`config.mk`:
```
export PLATFORM = sky130hd
export DESIGN_NAME = ntm_read_heads_scheduler
export DESIGN_NICKNAME = d
export VERILOG_FILES = /design/src/rtl/ntm_read_heads_scheduler.sv
export SDC_FILE = /design/constraint.sdc
export NUM_CORES = 1
export LEC_CHECK = 0
export CORE_AREA = 3 3 253 255
export CTS_BUF_LIST = sky130_fd_sc_hd__clkbuf_8
export CTS_CLUSTER_DIAMETER = 100
export CTS_CLUSTER_SIZE = 20
export DETAILED_ROUTE_END_ITERATION = 16
export DIE_AREA = 0 0 256 258
export HOLD_SLACK_MARGIN = 0.15
export PLACE_DENSITY = 0.75
export RECOVER_POWER = 50
export SETUP_SLACK_MARGIN = 0.05
export SLEW_MARGIN = 20
export SYNTH_ARGS = -nofsm -noshare
export SYNTH_HDL_FRONTEND = slang
export SYNTH_SLANG_ARGS = --single-unit
export TNS_END_PERCENT = 1
```
`constraint.sdc`:
```
create_clock -name clk_i -period 6.9 [get_ports clk_i]
set_input_delay 1.725 -clock clk_i [delete_from_list [all_inputs] [get_ports clk_i]]
set_output_delay 1.725 -clock clk_i [all_outputs]
set_load 0.005 [all_outputs]
```
`src/rtl/ntm_read_heads_scheduler.sv`:
```
//==============================================================================
// Module      : ntm_read_heads_scheduler
// Description : Runs the R read heads of the NTM accelerator one at a time on
//               a single shared read-vector engine. For each head it pulses the
//               engine start, forwards the W result words tagged with
//               (head, word) indices, and waits for the engine's done signal.
// Options     : define ACCELERATOR_READ_HEADS_TIMEOUT_EN to add a per-head
//               watchdog and the timeout_o flag.
// Revision    : 1.0 - initial release
//==============================================================================
`default_nettype none

module ntm_read_heads_scheduler #(
    parameter int DATA_SIZE      = 64,
    parameter int TIMEOUT_CYCLES = 1024
) (
    input  logic                 clk_i,
    input  logic                 rst_ni,
    input  logic                 start_i,
    output logic                 ready_o,
    input  logic [DATA_SIZE-1:0] size_r_in_i,
    input  logic [DATA_SIZE-1:0] size_n_in_i,
    input  logic [DATA_SIZE-1:0] size_w_in_i,
    output logic                 engine_start_o,
    input  logic                 engine_ready_i,
    output logic [DATA_SIZE-1:0] engine_index_o,
    output logic [DATA_SIZE-1:0] engine_size_n_o,
    output logic [DATA_SIZE-1:0] engine_size_w_o,
    input  logic                 engine_r_enable_i,
    input  logic [DATA_SIZE-1:0] engine_r_data_i,
    output logic                 r_out_i_enable_o,
    output logic                 r_out_k_enable_o,
    output logic [DATA_SIZE-1:0] r_out_data_o,
    output logic [DATA_SIZE-1:0] r_out_i_o,
    output logic [DATA_SIZE-1:0] r_out_k_o,
`ifdef ACCELERATOR_READ_HEADS_TIMEOUT_EN
    output logic                 timeout_o,
`endif
    output logic                 error_o
);

    localparam logic [2:0] S_IDLE  = 3'd0;
    localparam logic [2:0] S_LATCH = 3'd1;
    localparam logic [2:0] S_ISSUE = 3'd2;
    localparam logic [2:0] S_WAIT  = 3'd3;
    localparam logic [2:0] S_NEXT  = 3'd4;
    localparam logic [2:0] S_DONE  = 3'd5;

    logic [2:0]           state_q, state_d;
    logic [DATA_SIZE-1:0] r_q, n_q, w_q;
    logic [DATA_SIZE-1:0] i_q, k_q;
    logic                 error_q;
    logic                 r_out_i_enable_q, r_out_k_enable_q;
    logic [DATA_SIZE-1:0] r_out_data_q, r_out_i_q, r_out_k_q;

    logic                 w_in_wait;
    logic                 w_fwd;
    logic                 w_drop;
    logic [DATA_SIZE-1:0] w_k_after;
    logic                 w_count_bad;
    logic                 w_last_head;
    logic                 w_timeout_hit;

    // Word accounting: a word arriving with ENGINE_READY is counted before the check
    assign w_in_wait   = (state_q == S_WAIT);
    assign w_fwd       = w_in_wait && engine_r_enable_i && (k_q < w_q);
    assign w_drop      = w_in_wait && engine_r_enable_i && !(k_q < w_q);
    assign w_k_after   = k_q + {{(DATA_SIZE-1){1'b0}}, w_fwd};
    assign w_count_bad = w_in_wait && engine_ready_i && (w_k_after != w_q);
    assign w_last_head = (i_q == (r_q - {{(DATA_SIZE-1){1'b0}}, 1'b1}));

`ifdef ACCELERATOR_READ_HEADS_TIMEOUT_EN
    logic [DATA_SIZE-1:0] wd_q;
    logic                 timeout_q;

    assign w_timeout_hit = w_in_wait && !engine_ready_i &&
                           (wd_q == DATA_SIZE'(TIMEOUT_CYCLES - 1));
    assign timeout_o     = timeout_q;

    // Per-head watchdog, restarted on every issue and flagged stickily on expiry
    always_ff @(posedge clk_i or negedge rst_ni) begin
        if (!rst_ni) begin
            wd_q      <= '0;
            timeout_q <= 1'b0;
        end else begin
            if (state_q == S_IDLE && start_i) begin
                timeout_q <= 1'b0;
            end
            if (state_q == S_ISSUE) begin
                wd_q <= '0;
            end else if (w_in_wait) begin
                wd_q <= wd_q + {{(DATA_SIZE-1){1'b0}}, 1'b1};
            end
            if (w_timeout_hit) begin
                timeout_q <= 1'b1;
            end
        end
    end
`else
    assign w_timeout_hit = 1'b0;
`endif

    // State register
    always_ff @(posedge clk_i or negedge rst_ni) begin
        if (!rst_ni) begin
            state_q <= S_IDLE;
        end else begin
            state_q <= state_d;
        end
    end

    // Next-state logic
    always_comb begin
        state_d = state_q;
        case (state_q)
            S_IDLE:  if (start_i) state_d = S_LATCH;
            S_LATCH: state_d = (r_q == '0) ? S_DONE : S_ISSUE;
            S_ISSUE: state_d = S_WAIT;
            S_WAIT: begin
                if (engine_ready_i)     state_d = S_NEXT;
                else if (w_timeout_hit) state_d = S_DONE;
            end
            S_NEXT:  state_d = w_last_head ? S_DONE : S_ISSUE;
            S_DONE:  state_d = S_IDLE;
            default: state_d = S_IDLE;
        endcase
    end

    // Moore outputs decoded from the current state
    always_comb begin
        engine_start_o = (state_q == S_ISSUE);
        ready_o        = (state_q == S_DONE);
    end

    // Schedule datapath: size latches, head/word counters, result forwarding
    always_ff @(posedge clk_i or negedge rst_ni) begin
        if (!rst_ni) begin
            r_q              <= '0;
            n_q              <= '0;
            w_q              <= '0;
            i_q              <= '0;
            k_q              <= '0;
            error_q          <= 1'b0;
            r_out_i_enable_q <= 1'b0;
            r_out_k_enable_q <= 1'b0;
            r_out_data_q     <= '0;
            r_out_i_q        <= '0;
            r_out_k_q        <= '0;
        end else begin
            r_out_i_enable_q <= 1'b0;
            r_out_k_enable_q <= 1'b0;
            case (state_q)
                S_IDLE: begin
                    if (start_i) begin
                        r_q     <= size_r_in_i;
                        n_q     <= size_n_in_i;
                        w_q     <= size_w_in_i;
                        error_q <= 1'b0;
                    end
                end
                S_LATCH: i_q <= '0;
                S_ISSUE: k_q <= '0;
                S_WAIT: begin
                    if (w_fwd) begin
                        r_out_data_q     <= engine_r_data_i;
                        r_out_i_q        <= i_q;
                        r_out_k_q        <= k_q;
                        r_out_k_enable_q <= 1'b1;
                        r_out_i_enable_q <= (k_q == '0);
                        k_q              <= w_k_after;
                    end
                    if (w_drop || w_count_bad) begin
                        error_q <= 1'b1;
                    end
                end
                S_NEXT: begin
                    if (!w_last_head) begin
                        i_q <= i_q + {{(DATA_SIZE-1){1'b0}}, 1'b1};
                    end
                end
                default: ;
            endcase
        end
    end

    assign engine_index_o   = i_q;
    assign engine_size_n_o  = n_q;
    assign engine_size_w_o  = w_q;
    assign r_out_i_enable_o = r_out_i_enable_q;
    assign r_out_k_enable_o = r_out_k_enable_q;
    assign r_out_data_o     = r_out_data_q;
    assign r_out_i_o        = r_out_i_q;
    assign r_out_k_o        = r_out_k_q;
    assign error_o          = error_q;

endmodule

`default_nettype wire

```
Power grid:
Pins as bars on the die edge.
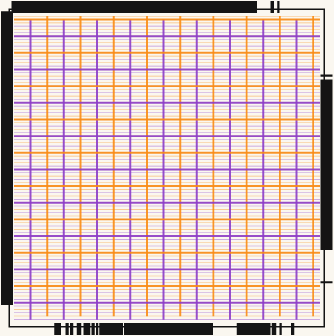
VDD: shown in orange. VSS: shown in purple.
92 met1 rails follow the rows. 18 straps on met4. The core has 91 rows.

Cells colored by class:
Bar = 100 um.
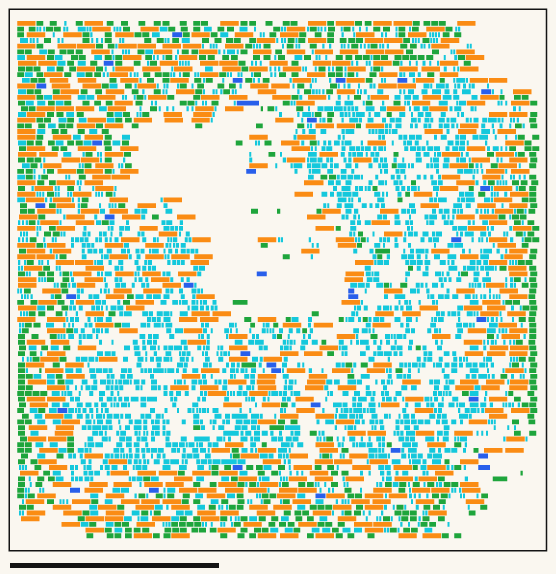
remaining logic cells: shown in cyan, cells 2328, share of their area 41%. registers: shown in orange, cells 518, share of their area 38%. clock drivers and dummy loads: shown in blue, cells 34, share of their area 1.4%. remaining buffers and delay cells: shown in green, cells 693, share of their area 20%.
fin area: 35400 um^2
final core occ: 0.573

==> flow_summary.toml <==
# implementation run metrics
[global_route]
grt_use_met3 = 0.0611
antenna_found_initial = 5
busiest_layer = "met2"

[synthesis]
ys_sh_mux = 0.0582
simple_gate_area_frac = 0.231
yosys_most_used_dff = "dfrtp_1"
synth_top_cell_by_area = "dfrtp_1"
syn_inst = 3059
seq_area_frac_synth = 0.465
syn_area_um2 = 27900
fp_nets = 3388
yosysCellCount = 3059
syn_avg_cell_area_um2 = 9.11
ys_sh_xor = 0.0594
aoi_share = 0.111
synth_flops = 518

[setup_path]
crit_end = "error_o"
worstSetupEndpointType = "register"
required_ns = 7.44
cp_slowest_cell = "dfrtp_1"
crit_family = "simple AND/OR/NAND/NOR gates"
max_stage_delay_ns = 0.56
worst-path-buf-inv = 1
startpoint = "k_q[49]"
critPathMaxFanout = 26
critPathKind = "reg2reg"
cp.depth = 20
reg2reg_to = "error_o"

[drt]
drc = 0
postRouteAntennaNets = 0
wl_met2_mm = 48.4
drtIter0Drc = 2451
wl_per_cell_um = 22.6
routed_wl_mm = 99.7
top_layer_used = "met5"
dr.pass1.iters = 5

[min_path]
min_to = "r_out_i_o[3]"
hold_start = "r_out_i_o[3]"
hold_depth = 2

[sta]
layout_min_cycle_time_ns = 6.51
setup_ws_ns = 0.393
clock.fmax_ghz = 0.154
min_period_over_period = 0.943
fin_setup_tns_ns = 0
whs_ns = 0.483
worst_pin_slew_ns = 4.02
clock_skew_ns = 0.0390
maxSlewViolCount = 320
slew_headroom = -1.68

[placement]
place_inst = 4376
dp_hpwl_mm = 72.8
io_buffers = 649
pre_cts_slack_ns = 0.181

[power_and_ir_drop]
seq_power_uw = 4950
combPwrFrac = 0.476
p_comb_uw = 5790
finalPower_uw = 12200
clock_power_share = 0.118
internal-power_uw = 7190
p_seq_frac = 0.407
p_sw_uw = 4970

[floorplan]
fp.dieW_um = 256
rows = 91
tapCellCount = 837
die.size.y_um = 258
die_area_um2 = 66000

[layout]
comb-cell-share = 0.386
fin_nets = 3900
clock_area_frac = 0.0136
inv_count = 96
layout_top_cells = "nand2_1 (760), clkdlybuf4s50_1 (567), dfrtp_1 (516)"
comb_cells = 2232
flop_area_um2 = 13000
areaGrowthSynthToFinish_pct = 27.2
n_all_buffers = 693

[clock_network]
ctsHoldBuffers = 0
clockBufferDepth = 3
clk_pin_slew_ns = 0.13

[run]
openroad.warnings = 43
maxCapViolCount = 5

[run_status]
status = "finished with violations"
violations = "max-capacitance violations, max-slew violations"
